File: src/rtl/uart_pkg.sv
// Shared encodings and helpers for the UART transceiver.
// Parity modes, TX/RX state types and the frame parity function live here.
package uart_pkg;

  localparam int unsigned PARITY_NONE = 0;
  localparam int unsigned PARITY_EVEN = 1;
  localparam int unsigned PARITY_ODD  = 2;

  typedef enum logic [2:0] {
    TX_IDLE,
    TX_START,
    TX_DATA,
    TX_PARITY,
    TX_STOP
  } tx_state_t;

  typedef enum logic [2:0] {
    RX_IDLE,
    RX_START,
    RX_DATA,
    RX_PARITY,
    RX_STOP,
    RX_WAIT_HIGH
  } rx_state_t;

  // Callers zero-extend narrower words; extra zeros leave the XOR unchanged.
  function automatic logic parity_of(input logic [8:0] data, input int unsigned mode);
    return (mode == PARITY_ODD) ? ~(^data) : ^data;
  endfunction

endpackage

File: src/rtl/uart_sync_fifo.sv
// First-word-fall-through synchronous FIFO with extra-MSB wrap pointers.
// A read and a write on the same cycle are both honoured even when full.
module uart_sync_fifo #(
  parameter int unsigned WIDTH = 10,
  parameter int unsigned AW    = 2
) (
  input  logic             clk,
  input  logic             rst,
  input  logic             wr_en,
  input  logic [WIDTH-1:0] wr_data,
  output logic             full,
  input  logic             rd_en,
  output logic [WIDTH-1:0] rd_data,
  output logic             empty
);

  logic [AW:0]      wr_ptr_q, wr_ptr_d;
  logic [AW:0]      rd_ptr_q, rd_ptr_d;
  logic [WIDTH-1:0] mem [0:(1<<AW)-1];
  logic             do_rd;
  logic             do_wr;

  assign empty   = (wr_ptr_q == rd_ptr_q);
  assign full    = (wr_ptr_q[AW] != rd_ptr_q[AW]) &&
                   (wr_ptr_q[AW-1:0] == rd_ptr_q[AW-1:0]);
  assign do_rd   = rd_en & ~empty;
  assign do_wr   = wr_en & (~full | do_rd);
  assign rd_data = mem[rd_ptr_q[AW-1:0]];

  always_comb begin
    wr_ptr_d = wr_ptr_q;
    rd_ptr_d = rd_ptr_q;
    if (do_wr) wr_ptr_d = wr_ptr_q + 1'b1;
    if (do_rd) rd_ptr_d = rd_ptr_q + 1'b1;
  end

  always_ff @(posedge clk) begin
    if (rst) begin
      wr_ptr_q <= '0;
      rd_ptr_q <= '0;
    end else begin
      wr_ptr_q <= wr_ptr_d;
      rd_ptr_q <= rd_ptr_d;
    end
  end

  always_ff @(posedge clk) begin
    if (do_wr) mem[wr_ptr_q[AW-1:0]] <= wr_data;
  end

endmodule

File: src/rtl/uart_xcvr.sv
// Parametrised UART transceiver: private-timer TX, oversampled mid-bit RX
// feeding a FWFT FIFO that carries per-frame parity and framing flags.
module uart_xcvr
  import uart_pkg::*;
#(
  parameter int unsigned CLK_DIV   = 4,
  parameter int unsigned OVS       = 16,
  parameter int unsigned DATA_BITS = 8,
  parameter int unsigned PARITY    = 0,
  parameter int unsigned STOP_BITS = 1,
  parameter int unsigned FIFO_AW   = 2
) (
  input  logic                 clk,
  input  logic                 rst,
  input  logic [DATA_BITS-1:0] tx_data,
  input  logic                 tx_valid,
  output logic                 tx_ready,
  output logic                 sout,
  input  logic                 sin,
  output logic [DATA_BITS-1:0] rx_data,
  output logic                 rx_perr,
  output logic                 rx_ferr,
  output logic                 rx_valid,
  input  logic                 rx_ready,
  output logic                 rx_overrun
);

  localparam int unsigned BIT_CYC = CLK_DIV * OVS;
  localparam int unsigned TXW     = $clog2(BIT_CYC);
  localparam int unsigned TW      = (CLK_DIV > 1) ? $clog2(CLK_DIV) : 1;
  localparam int unsigned PW      = $clog2(OVS);

  tx_state_t            tx_state_q, tx_state_d;
  logic [TXW-1:0]       tx_cnt_q, tx_cnt_d;
  logic [3:0]           tx_bit_q, tx_bit_d;
  logic [DATA_BITS-1:0] tx_shift_q, tx_shift_d;
  logic                 tx_par_q, tx_par_d;
  logic                 tx_bit_end;

  rx_state_t            rx_state_q, rx_state_d;
  logic [TW-1:0]        tick_cnt_q, tick_cnt_d;
  logic [1:0]           sync_q, sync_d;
  logic [PW-1:0]        ph_q, ph_d;
  logic [3:0]           rx_bit_q, rx_bit_d;
  logic [DATA_BITS-1:0] rx_shift_q, rx_shift_d;
  logic                 rx_perr_q, rx_perr_d;
  logic                 tick, s_in, ph_last, ph_mid;
  logic                 fifo_wr, fifo_full, fifo_empty, fifo_pop;
  logic [DATA_BITS+1:0] fifo_rd_data;

  assign tx_ready   = (tx_state_q == TX_IDLE);
  assign tx_bit_end = (tx_cnt_q == TXW'(BIT_CYC - 1));

  always_comb begin
    tx_state_d = tx_state_q;
    tx_cnt_d   = tx_cnt_q;
    tx_bit_d   = tx_bit_q;
    tx_shift_d = tx_shift_q;
    tx_par_d   = tx_par_q;
    if (tx_state_q != TX_IDLE) tx_cnt_d = tx_bit_end ? '0 : tx_cnt_q + 1'b1;
    unique case (tx_state_q)
      TX_IDLE: if (tx_valid) begin
        tx_state_d = TX_START;
        tx_cnt_d   = '0;
        tx_bit_d   = '0;
        tx_shift_d = tx_data;
        tx_par_d   = parity_of(9'(tx_data), PARITY);
      end
      TX_START: if (tx_bit_end) tx_state_d = TX_DATA;
      TX_DATA: if (tx_bit_end) begin
        tx_shift_d = tx_shift_q >> 1;
        if (tx_bit_q == 4'(DATA_BITS - 1)) begin
          tx_bit_d   = '0;
          tx_state_d = (PARITY != PARITY_NONE) ? TX_PARITY : TX_STOP;
        end else begin
          tx_bit_d = tx_bit_q + 1'b1;
        end
      end
      TX_PARITY: if (tx_bit_end) tx_state_d = TX_STOP;
      TX_STOP: if (tx_bit_end) begin
        if (tx_bit_q == 4'(STOP_BITS - 1)) begin
          tx_bit_d   = '0;
          tx_state_d = TX_IDLE;
        end else begin
          tx_bit_d = tx_bit_q + 1'b1;
        end
      end
      default: tx_state_d = TX_IDLE;
    endcase
  end

  always_comb begin
    unique case (tx_state_q)
      TX_START:  sout = 1'b0;
      TX_DATA:   sout = tx_shift_q[0];
      TX_PARITY: sout = tx_par_q;
      default:   sout = 1'b1;
    endcase
  end

  assign tick    = (tick_cnt_q == TW'(CLK_DIV - 1));
  assign s_in    = sync_q[1];
  assign ph_last = (ph_q == PW'(OVS - 1));
  assign ph_mid  = (ph_q == PW'(OVS / 2 - 1));

  // All RX state advances only on tick cycles; the FIFO write lands on the stop-sample tick.
  always_comb begin
    tick_cnt_d = tick ? '0 : tick_cnt_q + 1'b1;
    sync_d     = {sync_q[0], sin};
    rx_state_d = rx_state_q;
    ph_d       = ph_q;
    rx_bit_d   = rx_bit_q;
    rx_shift_d = rx_shift_q;
    rx_perr_d  = rx_perr_q;
    fifo_wr    = 1'b0;
    if (tick) begin
      unique case (rx_state_q)
        RX_IDLE: if (!s_in) begin
          rx_state_d = RX_START;
          ph_d       = '0;
          rx_perr_d  = 1'b0;
        end
        RX_START: if (ph_mid) begin
          ph_d       = '0;
          rx_bit_d   = '0;
          rx_state_d = s_in ? RX_IDLE : RX_DATA;
        end else ph_d = ph_q + 1'b1;
        RX_DATA: if (ph_last) begin
          ph_d       = '0;
          rx_shift_d = {s_in, rx_shift_q[DATA_BITS-1:1]};
          if (rx_bit_q == 4'(DATA_BITS - 1))
            rx_state_d = (PARITY != PARITY_NONE) ? RX_PARITY : RX_STOP;
          else
            rx_bit_d = rx_bit_q + 1'b1;
        end else ph_d = ph_q + 1'b1;
        RX_PARITY: if (ph_last) begin
          ph_d       = '0;
          rx_perr_d  = (s_in != parity_of(9'(rx_shift_q), PARITY));
          rx_state_d = RX_STOP;
        end else ph_d = ph_q + 1'b1;
        RX_STOP: if (ph_last) begin
          ph_d       = '0;
          fifo_wr    = 1'b1;
          rx_state_d = s_in ? RX_IDLE : RX_WAIT_HIGH;
        end else ph_d = ph_q + 1'b1;
        RX_WAIT_HIGH: if (s_in) rx_state_d = RX_IDLE;
        default: rx_state_d = RX_IDLE;
      endcase
    end
  end

  always_ff @(posedge clk) begin
    if (rst) begin
      tx_state_q <= TX_IDLE;
      tx_cnt_q   <= '0;
      tx_bit_q   <= '0;
      tx_shift_q <= '0;
      tx_par_q   <= 1'b0;
      rx_state_q <= RX_IDLE;
      tick_cnt_q <= '0;
      sync_q     <= '1;
      ph_q       <= '0;
      rx_bit_q   <= '0;
      rx_shift_q <= '0;
      rx_perr_q  <= 1'b0;
    end else begin
      tx_state_q <= tx_state_d;
      tx_cnt_q   <= tx_cnt_d;
      tx_bit_q   <= tx_bit_d;
      tx_shift_q <= tx_shift_d;
      tx_par_q   <= tx_par_d;
      rx_state_q <= rx_state_d;
      tick_cnt_q <= tick_cnt_d;
      sync_q     <= sync_d;
      ph_q       <= ph_d;
      rx_bit_q   <= rx_bit_d;
      rx_shift_q <= rx_shift_d;
      rx_perr_q  <= rx_perr_d;
    end
  end

  assign rx_valid   = ~fifo_empty;
  assign fifo_pop   = rx_valid & rx_ready;
  assign rx_overrun = fifo_wr & fifo_full & ~fifo_pop & ~rst;
  assign rx_data    = fifo_rd_data[DATA_BITS+1:2];
  assign rx_perr    = fifo_rd_data[1];
  assign rx_ferr    = fifo_rd_data[0];

  uart_sync_fifo #(
    .WIDTH(DATA_BITS + 2),
    .AW   (FIFO_AW)
  ) u_fifo (
    .clk    (clk),
    .rst    (rst),
    .wr_en  (fifo_wr),
    .wr_data({rx_shift_q, rx_perr_q, ~s_in}),
    .full   (fifo_full),
    .rd_en  (fifo_pop),
    .rd_data(fifo_rd_data),
    .empty  (fifo_empty)
  );

endmodule
File: config.mk
export PLATFORM = sky130hd
export DESIGN_NAME = uart_xcvr
export DESIGN_NICKNAME = d
export VERILOG_FILES = /design/src/rtl/uart_pkg.sv /design/src/rtl/uart_sync_fifo.sv /design/src/rtl/uart_xcvr.sv
export SDC_FILE = /design/constraint.sdc
export NUM_CORES = 1
export LEC_CHECK = 0
export CORE_MARGIN = 2
export CORE_UTILIZATION = 60
export DETAILED_ROUTE_END_ITERATION = 10
export PLACE_DENSITY = 0.81
export SLEW_MARGIN = 40
export SYNTH_ARGS = -nofsm -noshare
export SYNTH_HDL_FRONTEND = slang
export SYNTH_SLANG_ARGS = --single-unit
File: constraint.sdc
create_clock -name clk -period 5.1 [get_ports clk]
set_input_delay 1.02 -clock clk [delete_from_list [all_inputs] [get_ports clk]]
set_output_delay 1.02 -clock clk [all_outputs]
set_load 0.01 [all_outputs]
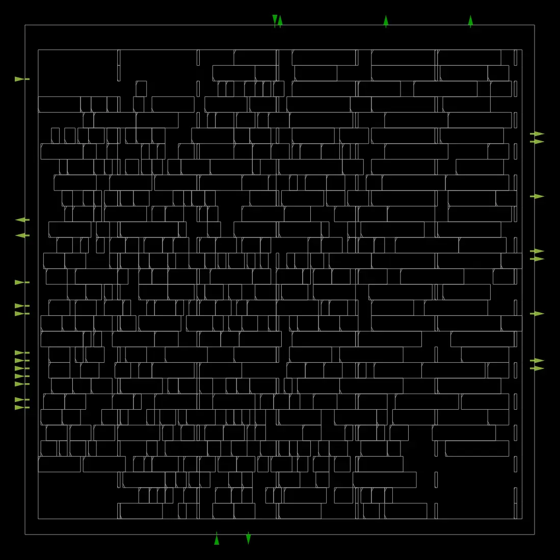
Figure 1: placed standard cells.
Flops: 94
post-route insts no fill: 498

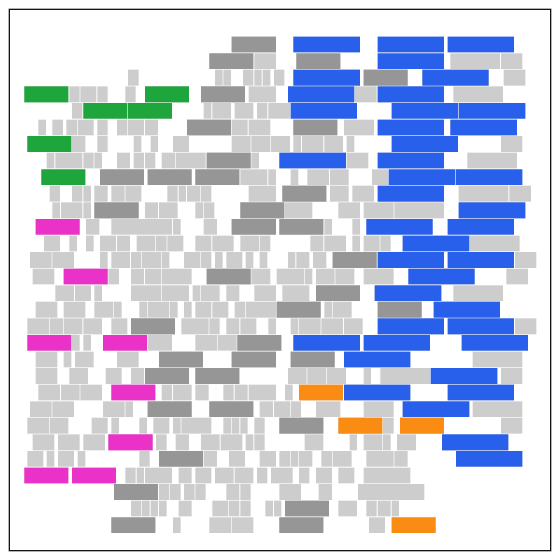
Figure 2: where the registers sit.
`tx_shift_q` -> magenta  # placed flops 8
`rx_bit_q` -> orange  # placed flops 4
`tx_cnt_q` -> green  # placed flops 6, where north-west
`u_fifo.mem` -> blue  # placed flops 40
not coloured = 36
Seq. cell area: 2280 um2
flop share of the area: 0.476
final core utilization: 0.698
seq pwr: 796 uW

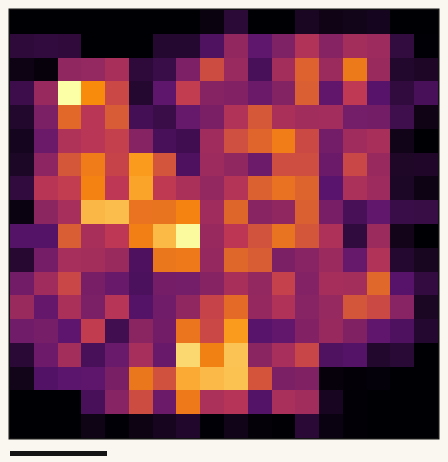
Figure 3: signal metal coverage by tile.
The bar under the picture is 20 um long. The die is cut into 18 by 18 equal tiles; black is low, pale yellow is high, scaled to the fullest tile. Values are wire area over tile area, all layers added.
fullest tile = 0.44
nearly empty tiles = 13%
tiles over half the peak = 23%
final WL: 7400 um
per-cell routed wire length: 14.9 um

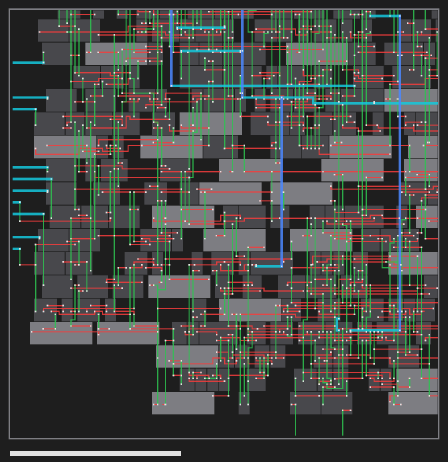
Figure 4: a small window of the routed layout.
The bar under the picture is 20 um long. Region (0, 0) to (50, 50) um. Cells in grey, sequential cells in the stronger grey; small squares are vias.
metal 1 -> red
metal 3 -> cyan
metal 2 -> green
metal 4 -> blue
most frequent = dfxtp_1 (24), nor2_1 (20)
sequential cells in the window = 24
netlist names of flops here include = `tx_shift_q` (7), `ph_q` (4), `tx_bit_q` (4)
cells with their middle in the window = 175

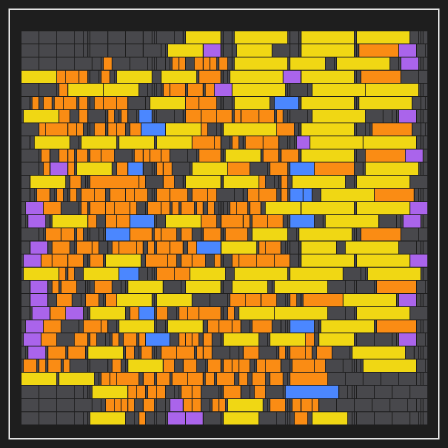
Figure 5: cell classes on the final placement.
Fill, decap, tap and diode cells in grey.
other buffers and delay cells -> purple  # cells 28
clock drivers and dummy loads -> blue  # cells 16
combinational and other logic -> orange  # cells 264
flops -> yellow  # cells 94
Final Instance Area: 4800 um2
core footprint: 6870 um2
row count: 30

==> flow_metrics.env <==
# yosys + openroad results
export IMPL_cts_root_buf="clkbuf_8"
export IMPL_overflow=0
export IMPL_largest_reg_flops=40
export IMPL_numPortBuffers=26
export IMPL_cp_startpoint="rx_ready"
export IMPL_yosysWarnings=0
export IMPL_aoi_share=0.103
export IMPL_num_vias=2827
export IMPL_io_pin_count=27
export IMPL_whs_path_depth=1
export IMPL_r2r_start="tick_cnt_q[0]"
export IMPL_firstDrtPassIters=4
export IMPL_top_cell_area_share=0.279
export IMPL_yosysTopAreaCell="edfxtp_1"
export IMPL_ys_area_um2=4300
export IMPL_finalNetCount=421
export IMPL_hold_start="sync_q[0]"
export IMPL_clock_latency_ps=360
export IMPL_skew_ps=9.73
export IMPL_floorplan_nets=401
export IMPL_simple_gate_share=0.146
export IMPL_ant_nets=0
export IMPL_finalHoldViolCount=0
export IMPL_cts_tree="done"
export IMPL_initial_utilization=0.626
export IMPL_crit_fanout=4
export IMPL_cts_buffer_depth=2
export IMPL_dpl_worst_slack_ps=1410
export IMPL_postSynth_asyncResetShare=0
export IMPL_period_needed_ps=3710
export IMPL_setup_viol=0
export IMPL_via_per_inst=5.68
export IMPL_synth_edff_count=40
export IMPL_leakage_uw=0.00166
export IMPL_area_growth_pct=11.6
export IMPL_drc=0
export IMPL_slew_headroom=0.539
export IMPL_synthMostInstantiatedCell="dfxtp_1"
export IMPL_slew_viol_final=0
export IMPL_cts_htree_levels=3
export IMPL_drive_above_1_share=0.102
export IMPL_worstSetupEndpointType="output port"
export IMPL_worstPathRequired_ps=4080
export IMPL_tightest_slew_ps=690
export IMPL_antenna_found_initial=0
export IMPL_warnings=30
export IMPL_outcome="complete, no violations"
export IMPL_die_area_um2=7860
export IMPL_synth_flops=94
export IMPL_dieWidth_um=88.6
export IMPL_grt_pass1_wl_um=12600
export IMPL_cts_hold_buf=0
export IMPL_rrSetupSlack_ps=2590
export IMPL_cts_resized=0
export IMPL_clk_pin_slew_ps=90
export IMPL_total_power_uw=1360
export IMPL_topCellsByArea="edfxtp_1 (28%), dfxtp_1 (25%), mux4_2 (5.2%)"
export IMPL_fin_setup_tns_ps=0
export IMPL_cts_setup_buffers=0
export IMPL_numCtsBuffers=9
export IMPL_grt_pass1_vias=2745
export IMPL_place_congestion=0.820
export IMPL_die_h_um=88.6
export IMPL_max_vdd_ir_drop_mv=0.219
export IMPL_path_class="in2out"
export IMPL_cp_arrival_ps=2690
export IMPL_ys_seq_share=0.531
export IMPL_syn_area_um2=4300
export IMPL_grt_max_degree=50
export IMPL_hp_class="reg2reg"
export IMPL_fa_ha_area_frac=0.0320
export IMPL_cts_sinks=94
export IMPL_reg2regPathDepth=4
export IMPL_cellPowerDensity_nw_per_um2=284
export IMPL_ff_type="dfxtp_1"
export IMPL_avgSynthCellArea_um2=11.4
export IMPL_finalClockPeriodUsage=0.728
export IMPL_placed_area_um2=4590
export IMPL_fin_ws_ps=1390
export IMPL_r2r_end="u_fifo.mem[0][0]"
export IMPL_ys_types=55
export IMPL_startpoint_type="primary input"
export IMPL_hpwl_um=4940
==> cell usage in the layout (no fill, tap or decap), types with 8 or more instances in the layout <==
master           synthesis  routed
nor3_1                   9       9
inv_1                   15      15
a21oi_1                 18      18
clkdlybuf4s50_1          0      26
dfxtp_1                 54      54
nor2_1                  38      38
mux2i_1                 20      20
nand2_1                 15      15
mux4_2                  10      10
o21ai_0                 11      11
nand3_1                 12      12
clkbuf_8                 0       9
ha_1                    11      11
edfxtp_1                40      40
a211oi_1                 8       8
xnor2_1                 21      21
==> per-layer routing <==
layer | wire length [um] | global-route usage | vias to the layer above | share of wire
met1 | 3320 | 0.265 | 1352 | 0.45
met4 | 147 | 0.0868 | 0 | 0.020
met5 | 0 | 0 | - | 0
met3 | 209 | 0.0336 | 13 | 0.028
li1 | - | - | 1409 | -
met2 | 3720 | 0.355 | 53 | 0.50
==> final cells by class <==
type,count,area (um2)
well taps,96,120
inverters,15,56.3
fillers,528,2070
clock buffers,9,124
repair buffers,28,275
multi-input cells,249,1860
flip-flops and latches,94,2280
clock inverters,7,78.8
==> stage by stage <==
| step | hold WS [ps] | instances |
|---|---|---|
| after floorplan | 389 | 377 |
| after global placement | 392 | 482 |
| after detailed placement | 400 | 482 |
| after CTS | 422 | 498 |
| after global routing | 443 | 498 |
| final | 417 | 498 |
==> worst max-delay path, cell delays in order <==
cell,delay (ps)
clkdlybuf4s50_1,460
and4b_1,400
nand3_1,110
nor3_1,140
clkdlybuf4s50_1,560
==> power breakdown <==
| part | switching, uW | internal, uW | total [uW] |
|---|---|---|---|
| Combinational | 36.3 | 34.8 | 71.1 |
| Sequential | 7.96 | 788 | 796 |
| Clock | 264 | 232 | 496 |
| Total | 308 | 1060 | 1360 |
Power and IR drop assume default switching activity.
